$ cat src/rtl/key_repeat_fifo_pkg.sv
// ============================================================================
// Module  : key_repeat_fifo_pkg
// Brief   : Shared types and helpers for the typematic keyboard buffer.
// Revision: 1.0
// ============================================================================
`default_nettype none

package key_repeat_fifo_pkg;

    typedef enum logic [1:0] {
        ST_IDLE   = 2'd0,
        ST_DELAY  = 2'd1,
        ST_REPEAT = 2'd2
    } kr_state_t;

    localparam int C_NULL_KEY = 0;

    // Counter must hold values up to max(delay, rate) - 1.
    function automatic int cnt_width(input int a, input int b);
        int m;
        m = (a > b) ? a : b;
        return (m < 2) ? 1 : $clog2(m);
    endfunction

endpackage : key_repeat_fifo_pkg

`default_nettype wire

$ cat src/rtl/key_repeat_fifo_if.sv
// ============================================================================
// Module  : key_repeat_fifo_if
// Brief   : Key input / CPU pop port bundle for the keyboard buffer.
// Revision: 1.0
// ============================================================================
`default_nettype none

interface key_repeat_fifo_if #(
    parameter int DATA_W     = 8,
    parameter int DEPTH_LOG2 = 6
);
    logic [DATA_W-1:0]   key_code;
    logic                rd_en;
    logic                flush;
    logic                clr_ovf;
    logic [DATA_W-1:0]   cpu_data;
    logic                empty;
    logic                full;
    logic [DEPTH_LOG2:0] count;
    logic                overflow;

    modport master (
        output key_code, rd_en, flush, clr_ovf,
        input  cpu_data, empty, full, count, overflow
    );

    modport slave (
        input  key_code, rd_en, flush, clr_ovf,
        output cpu_data, empty, full, count, overflow
    );
endinterface : key_repeat_fifo_if

`default_nettype wire

$ cat src/rtl/key_repeat_fifo_core.sv
// ============================================================================
// Module  : key_fifo_core
// Brief   : Single-clock FIFO with flush, registered occupancy and head data.
// Revision: 1.0
// ============================================================================
`default_nettype none

module key_fifo_core #(
    parameter int DATA_W     = 8,
    parameter int DEPTH_LOG2 = 6
) (
    input  wire logic                clk,
    input  wire logic                rst,
    input  wire logic                i_push,
    input  wire logic [DATA_W-1:0]   i_push_data,
    input  wire logic                i_pop,
    input  wire logic                i_flush,
    output logic      [DATA_W-1:0]   o_data,
    output logic                     o_empty,
    output logic                     o_full,
    output logic      [DEPTH_LOG2:0] o_count
);

    localparam int                  c_DEPTH = 2 ** DEPTH_LOG2;
    localparam logic [DEPTH_LOG2:0] c_FULL  = (DEPTH_LOG2 + 1)'(c_DEPTH);

    logic [DATA_W-1:0]     r_mem [c_DEPTH];
    logic [DEPTH_LOG2-1:0] r_head;
    logic [DEPTH_LOG2-1:0] r_tail;
    logic [DEPTH_LOG2:0]   r_count;
    logic                  r_empty;
    logic                  r_full;
    logic [DATA_W-1:0]     r_data;

    logic                  w_do_pop;
    logic                  w_do_push;
    logic [DEPTH_LOG2:0]   w_count_nxt;

    // Flush wins over everything; a full FIFO still accepts a push when a pop frees a slot.
    assign w_do_pop  = i_pop & ~r_empty & ~i_flush;
    assign w_do_push = i_push & ~i_flush & (~r_full | w_do_pop);

    always_comb begin
        w_count_nxt = r_count;
        if (i_flush) begin
            w_count_nxt = '0;
        end else begin
            w_count_nxt = r_count + (DEPTH_LOG2 + 1)'(w_do_push) - (DEPTH_LOG2 + 1)'(w_do_pop);
        end
    end

    always_ff @(posedge clk) begin
        if (w_do_push) begin
            r_mem[r_tail] <= i_push_data;
        end
    end

    always_ff @(posedge clk) begin
        if (rst) begin
            r_head  <= '0;
            r_tail  <= '0;
            r_count <= '0;
            r_empty <= 1'b1;
            r_full  <= 1'b0;
            r_data  <= '0;
        end else begin
            if (i_flush) begin
                r_head <= r_tail;
            end else if (w_do_pop) begin
                r_head <= r_head + 1'b1;
            end
            if (w_do_push) begin
                r_tail <= r_tail + 1'b1;
            end
            r_count <= w_count_nxt;
            r_empty <= (w_count_nxt == '0);
            r_full  <= (w_count_nxt == c_FULL);
            // Pop and peek both present the pre-edge head; empty or flush shows zero.
            r_data  <= (i_flush || r_empty) ? '0 : r_mem[r_head];
        end
    end

    assign o_data  = r_data;
    assign o_empty = r_empty;
    assign o_full  = r_full;
    assign o_count = r_count;

endmodule : key_fifo_core

`default_nettype wire

$ cat src/rtl/key_repeat_fifo.sv
// ============================================================================
// Module  : key_repeat_fifo
// Brief   : Typematic key-event generator feeding a CPU-readable event FIFO.
// Revision: 1.0
// ============================================================================
`default_nettype none

module key_repeat_fifo
    import key_repeat_fifo_pkg::*;
#(
    parameter int DATA_W     = 8,
    parameter int DEPTH_LOG2 = 6,
    parameter int DELAY_CYC  = 300000,
    parameter int RATE_CYC   = 30000,
    parameter bit REPEAT_EN  = 1'b1
) (
    input  wire logic  clk,
    input  wire logic  rst,
    key_repeat_fifo_if.slave bus
);

    localparam int                c_CNT_W     = cnt_width(DELAY_CYC, RATE_CYC);
    localparam logic [c_CNT_W-1:0] c_DELAY_END = c_CNT_W'(DELAY_CYC - 1);
    localparam logic [c_CNT_W-1:0] c_RATE_END  = c_CNT_W'(RATE_CYC - 1);
    localparam logic [DATA_W-1:0]  c_NULL      = DATA_W'(C_NULL_KEY);

    kr_state_t           r_state;
    kr_state_t           w_state_nxt;
    logic [c_CNT_W-1:0]  r_cnt;
    logic [c_CNT_W-1:0]  w_cnt_nxt;
    logic [DATA_W-1:0]   r_prev_code;
    logic [DATA_W-1:0]   w_prev_nxt;
    logic                w_push;
    logic                r_overflow;
    logic                w_drop;

    logic                w_fifo_empty;
    logic                w_fifo_full;
    logic [DEPTH_LOG2:0] w_fifo_count;
    logic [DATA_W-1:0]   w_fifo_data;

    always_ff @(posedge clk) begin
        if (rst) begin
            r_state     <= ST_IDLE;
            r_cnt       <= '0;
            r_prev_code <= '0;
        end else begin
            r_state     <= w_state_nxt;
            r_cnt       <= w_cnt_nxt;
            r_prev_code <= w_prev_nxt;
        end
    end

    always_comb begin
        w_state_nxt = r_state;
        w_cnt_nxt   = r_cnt;
        w_prev_nxt  = r_prev_code;
        w_push      = 1'b0;
        case (r_state)
            ST_IDLE: begin
                if (bus.key_code != c_NULL) begin
                    w_push      = 1'b1;
                    w_prev_nxt  = bus.key_code;
                    w_cnt_nxt   = '0;
                    w_state_nxt = ST_DELAY;
                end
            end
            ST_DELAY, ST_REPEAT: begin
                if (bus.key_code == c_NULL) begin
                    w_cnt_nxt   = '0;
                    w_state_nxt = ST_IDLE;
                end else if (bus.key_code != r_prev_code) begin
                    // Rollover to a new key restarts the typematic delay immediately.
                    w_push      = 1'b1;
                    w_prev_nxt  = bus.key_code;
                    w_cnt_nxt   = '0;
                    w_state_nxt = ST_DELAY;
                end else if (r_state == ST_DELAY) begin
                    if (r_cnt == c_DELAY_END) begin
                        if (REPEAT_EN) begin
                            w_push      = 1'b1;
                            w_cnt_nxt   = '0;
                            w_state_nxt = ST_REPEAT;
                        end
                    end else begin
                        w_cnt_nxt = r_cnt + 1'b1;
                    end
                end else begin
                    if (r_cnt == c_RATE_END) begin
                        w_push    = 1'b1;
                        w_cnt_nxt = '0;
                    end else begin
                        w_cnt_nxt = r_cnt + 1'b1;
                    end
                end
            end
            default: begin
                w_cnt_nxt   = '0;
                w_state_nxt = ST_IDLE;
            end
        endcase
    end

    key_fifo_core #(
        .DATA_W     (DATA_W),
        .DEPTH_LOG2 (DEPTH_LOG2)
    ) u_core (
        .clk         (clk),
        .rst         (rst),
        .i_push      (w_push),
        .i_push_data (bus.key_code),
        .i_pop       (bus.rd_en),
        .i_flush     (bus.flush),
        .o_data      (w_fifo_data),
        .o_empty     (w_fifo_empty),
        .o_full      (w_fifo_full),
        .o_count     (w_fifo_count)
    );

    // A full FIFO only loses the event when no pop frees a slot; flushed pushes are not losses.
    assign w_drop = w_push & w_fifo_full & ~bus.rd_en & ~bus.flush;

    always_ff @(posedge clk) begin
        if (rst) begin
            r_overflow <= 1'b0;
        end else if (w_drop) begin
            r_overflow <= 1'b1;
        end else if (bus.clr_ovf) begin
            r_overflow <= 1'b0;
        end
    end

    assign bus.cpu_data = w_fifo_data;
    assign bus.empty    = w_fifo_empty;
    assign bus.full     = w_fifo_full;
    assign bus.count    = w_fifo_count;
    assign bus.overflow = r_overflow;

endmodule : key_repeat_fifo

`default_nettype wire

$ cat src/flat_wrapper.sv
// flat-port wrapper written by rule: the top's interface ports become plain ports
module key_repeat_fifo_flat import key_repeat_fifo_pkg::*;
#(
    parameter int DATA_W     = 8,
    parameter int DEPTH_LOG2 = 6,
    parameter int DELAY_CYC  = 300000,
    parameter int RATE_CYC   = 30000,
    parameter bit REPEAT_EN  = 1'b1
)
  (clk, rst, bus_key_code, bus_rd_en, bus_flush, bus_clr_ovf, bus_cpu_data, bus_empty, bus_full, bus_count, bus_overflow);
  key_repeat_fifo_if #(.DATA_W(DATA_W), .DEPTH_LOG2(DEPTH_LOG2)) bus_i ();
  input  wire logic clk;
  input  wire logic rst;
  input wire logic [$bits(bus_i.key_code)-1:0] bus_key_code;
  input wire logic [$bits(bus_i.rd_en)-1:0] bus_rd_en;
  input wire logic [$bits(bus_i.flush)-1:0] bus_flush;
  input wire logic [$bits(bus_i.clr_ovf)-1:0] bus_clr_ovf;
  output wire logic [$bits(bus_i.cpu_data)-1:0] bus_cpu_data;
  output wire logic [$bits(bus_i.empty)-1:0] bus_empty;
  output wire logic [$bits(bus_i.full)-1:0] bus_full;
  output wire logic [$bits(bus_i.count)-1:0] bus_count;
  output wire logic [$bits(bus_i.overflow)-1:0] bus_overflow;
  assign bus_i.key_code = bus_key_code;
  assign bus_i.rd_en = bus_rd_en;
  assign bus_i.flush = bus_flush;
  assign bus_i.clr_ovf = bus_clr_ovf;
  assign bus_cpu_data = bus_i.cpu_data;
  assign bus_empty = bus_i.empty;
  assign bus_full = bus_i.full;
  assign bus_count = bus_i.count;
  assign bus_overflow = bus_i.overflow;
  key_repeat_fifo #(.DATA_W(DATA_W), .DEPTH_LOG2(DEPTH_LOG2), .DELAY_CYC(DELAY_CYC), .RATE_CYC(RATE_CYC), .REPEAT_EN(REPEAT_EN)) u_core (.clk(clk), .rst(rst), .bus(bus_i));
endmodule
$ cat config.mk
export PLATFORM = sky130hd
export DESIGN_NAME = key_repeat_fifo_flat
export DESIGN_NICKNAME = d
export VERILOG_FILES = /design/src/rtl/key_repeat_fifo_pkg.sv /design/src/rtl/key_repeat_fifo_if.sv /design/src/rtl/key_repeat_fifo_core.sv /design/src/rtl/key_repeat_fifo.sv /design/src/flat_wrapper.sv
export SDC_FILE = /design/constraint.sdc
export NUM_CORES = 1
export LEC_CHECK = 0
export ABC_CLOCK_PERIOD_IN_PS = 3700
export CAP_MARGIN = 5
export CORE_MARGIN = 5
export CORE_UTILIZATION = 56
export DETAILED_ROUTE_END_ITERATION = 6
export GPL_ROUTABILITY_DRIVEN = 0
export PLACE_DENSITY = 0.75
export SLEW_MARGIN = 10
export SYNTH_ARGS = -nofsm -noshare
export SYNTH_HDL_FRONTEND = slang
export SYNTH_SLANG_ARGS = --single-unit
export TNS_END_PERCENT = 30
$ cat constraint.sdc
create_clock -name clk -period 3.7 [get_ports clk]
set_clock_uncertainty 0.05 [all_clocks]
set_input_delay 0.555 -clock clk [delete_from_list [all_inputs] [get_ports clk]]
set_output_delay 0.555 -clock clk [all_outputs]
set_load 0.05 [all_outputs]
Signal wires on met2:
The bar under the picture is 50 um long.
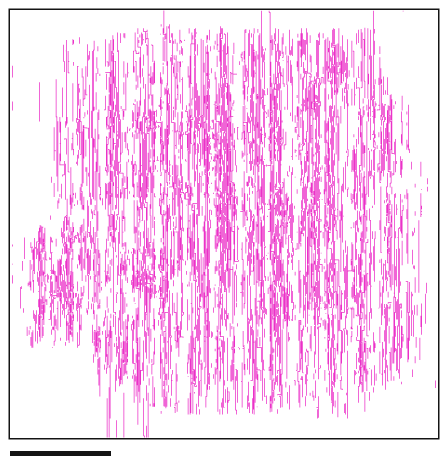
The layer carries 25.7 mm of wire. 1309 nets have wire on it. The longest straight run is 72.1 um. The layer holds 49% of the routed length. The wires run mostly vertical.
final wirelength: 53000 um
vias post-DR: 12800
met2 usage: 0.382

Where the registers sit:
Other sequential cells in the stronger grey, the rest of the logic in the fainter grey.
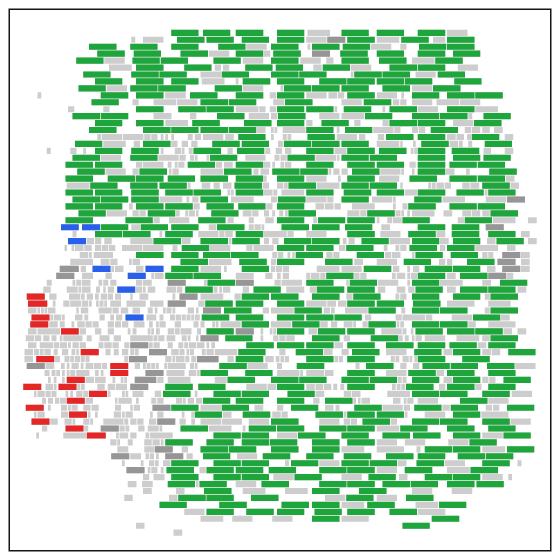
Red marks `u_core.r_cnt`, placed flops 19. Green marks `u_core.u_core.r_mem`, placed flops 512. Blue marks `u_core.r_prev_code`, placed flops 8, where west.
Another 32 sequential cells are not coloured.
final core occ: 0.658
Seq area share: 0.630
Register Area: 0.0166 sq mm
sequential cell power: 0.00714 W

Nets reached from selected ports:
The bar under the picture is 50 um long.
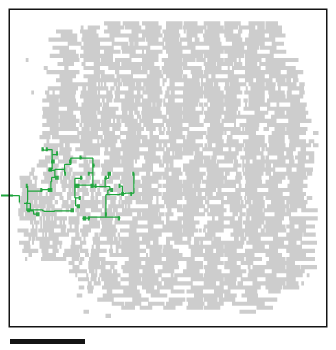
Green marks `rst`, bits 1, direction input, end cells 34, buffers 2, wire 352 um.
PortBufs: 30
I/O pin cnt: 31

Placement view:
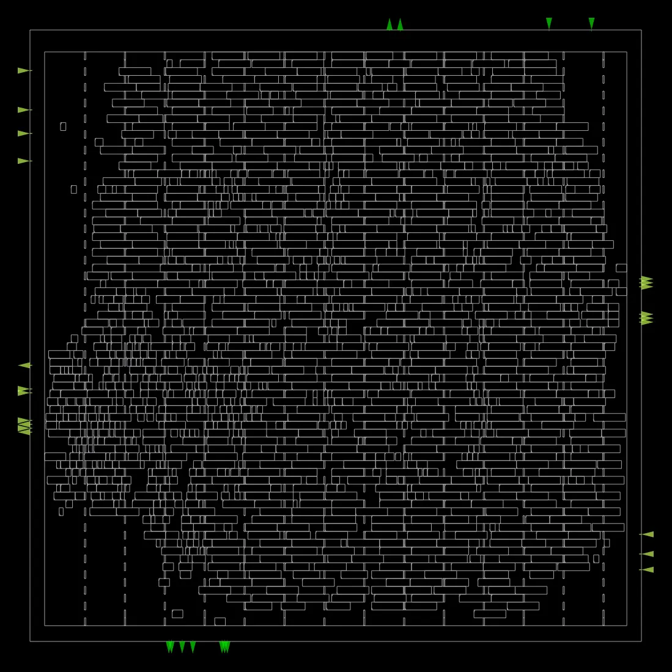
Cell Rows: 73
Well Taps: 525
seq_cells: 571
layout filler cell count: 2647
Final Non-Filler Cells: 2005

Routed metal, one colour a layer:
Only two layers are drawn.
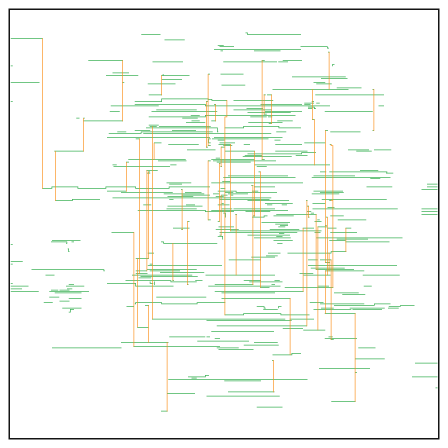
Green marks M3, wire length 5170 um. Orange marks M4, wire length 1770 um.
routed len/inst: 26.4 um
total global-route track usage: 0.239

==> results.sh <==
# physical design summary
export IMPL_power_leader="registers"
export IMPL_lay_top_cells="edfxtp_1, buf_4, mux4_2, nor2_1, mux2i_1"
export IMPL_clock_buffer_count=74
export IMPL_grt_use_met3=0.0508
export IMPL_cpMaxStageDelayCell="or4_4"
export IMPL_coreArea_sq_mm=0.0400
export IMPL_ys_sh_simple=0.0570
export IMPL_comb_power_w=0.000996
export IMPL_biggestCellCategory="flip-flops and latches"
export IMPL_viasPerCell=6.39
export IMPL_n_antenna_cell=0
export IMPL_r2r_end="u_core.u_core.o_empty"
export IMPL_cp_max_fo=3
export IMPL_cts_max_level=2
export IMPL_grt_start_max_net_pins=65
export IMPL_swShare=0.219
export IMPL_die_area_sq_mm=0.0448
export IMPL_path_cells="and4_1 > nor4b_2 > and4_1 > or4_4 > and2_4 > inv_1 > ha_1 > inv_1 > ha_2 > inv_2 > fa_2 > nor2b_1 > o21a_1 > buf_4 > o2111a_1 > a211oi_2 > buf_4 > a21o_1"
export IMPL_min_path_type="in2reg"
export IMPL_leakage_nw=8.34
export IMPL_ys_sh_aoi=0.0469
export IMPL_grt_ovfl_total=0
export IMPL_path_clk_slew_ps=60
export IMPL_cts_sinks=571
export IMPL_sh_comb_area=0.225
export IMPL_ant_nets=0
export IMPL_clock_path_buffers=3
export IMPL_internal_power_w=0.0108
export IMPL_path_delay_family="simple AND/OR/NAND/NOR gates"
export IMPL_use_met1=0.337
export IMPL_worst_path_buf_inv=5
export IMPL_synth_area_sq_mm=0.0228
export IMPL_min_path_cells=1
export IMPL_status="finished, final reports clean"
export IMPL_drv_slew=0
export IMPL_worstPathRequired_ps=4150
export IMPL_synth_adder_area_share=0.00858
export IMPL_ys_flops=571
export IMPL_busiest_layer="met2"
export IMPL_buffer_area_frac=0.0489
export IMPL_ir_worst_vdd_v=0.000343
export IMPL_flop_cell="edfxtp_1"
==> worst max-delay path by stage <==
stage | start | to | slack [ps]
3_3_place_gp | bus_key_code[4] | u_core.u_core.o_empty | -200
2_1_floorplan | bus_key_code[7] | u_core.u_core.o_empty | 3
4_1_cts | u_core.r_cnt[0] | u_core.u_core.o_full | 60
5_1_grt | u_core.r_cnt[18] | u_core.u_core.o_empty | -20
3_5_place_dp | bus_key_code[4] | u_core.u_core.o_full | -270
6_report | u_core.r_cnt[9] | u_core.u_core.o_empty | 130
==> metal layers <==
metal / routed length, um / vias to the layer above / part of all wire
met5: 0 / - / 0
li1: - / 5476 / -
met3: 5170 / 124 / 0.098
met4: 1770 / 0 / 0.033
met2: 25700 / 732 / 0.48
met1: 20400 / 6482 / 0.38
Power figures rest on the tool's default switching activity, not on a simulated workload.
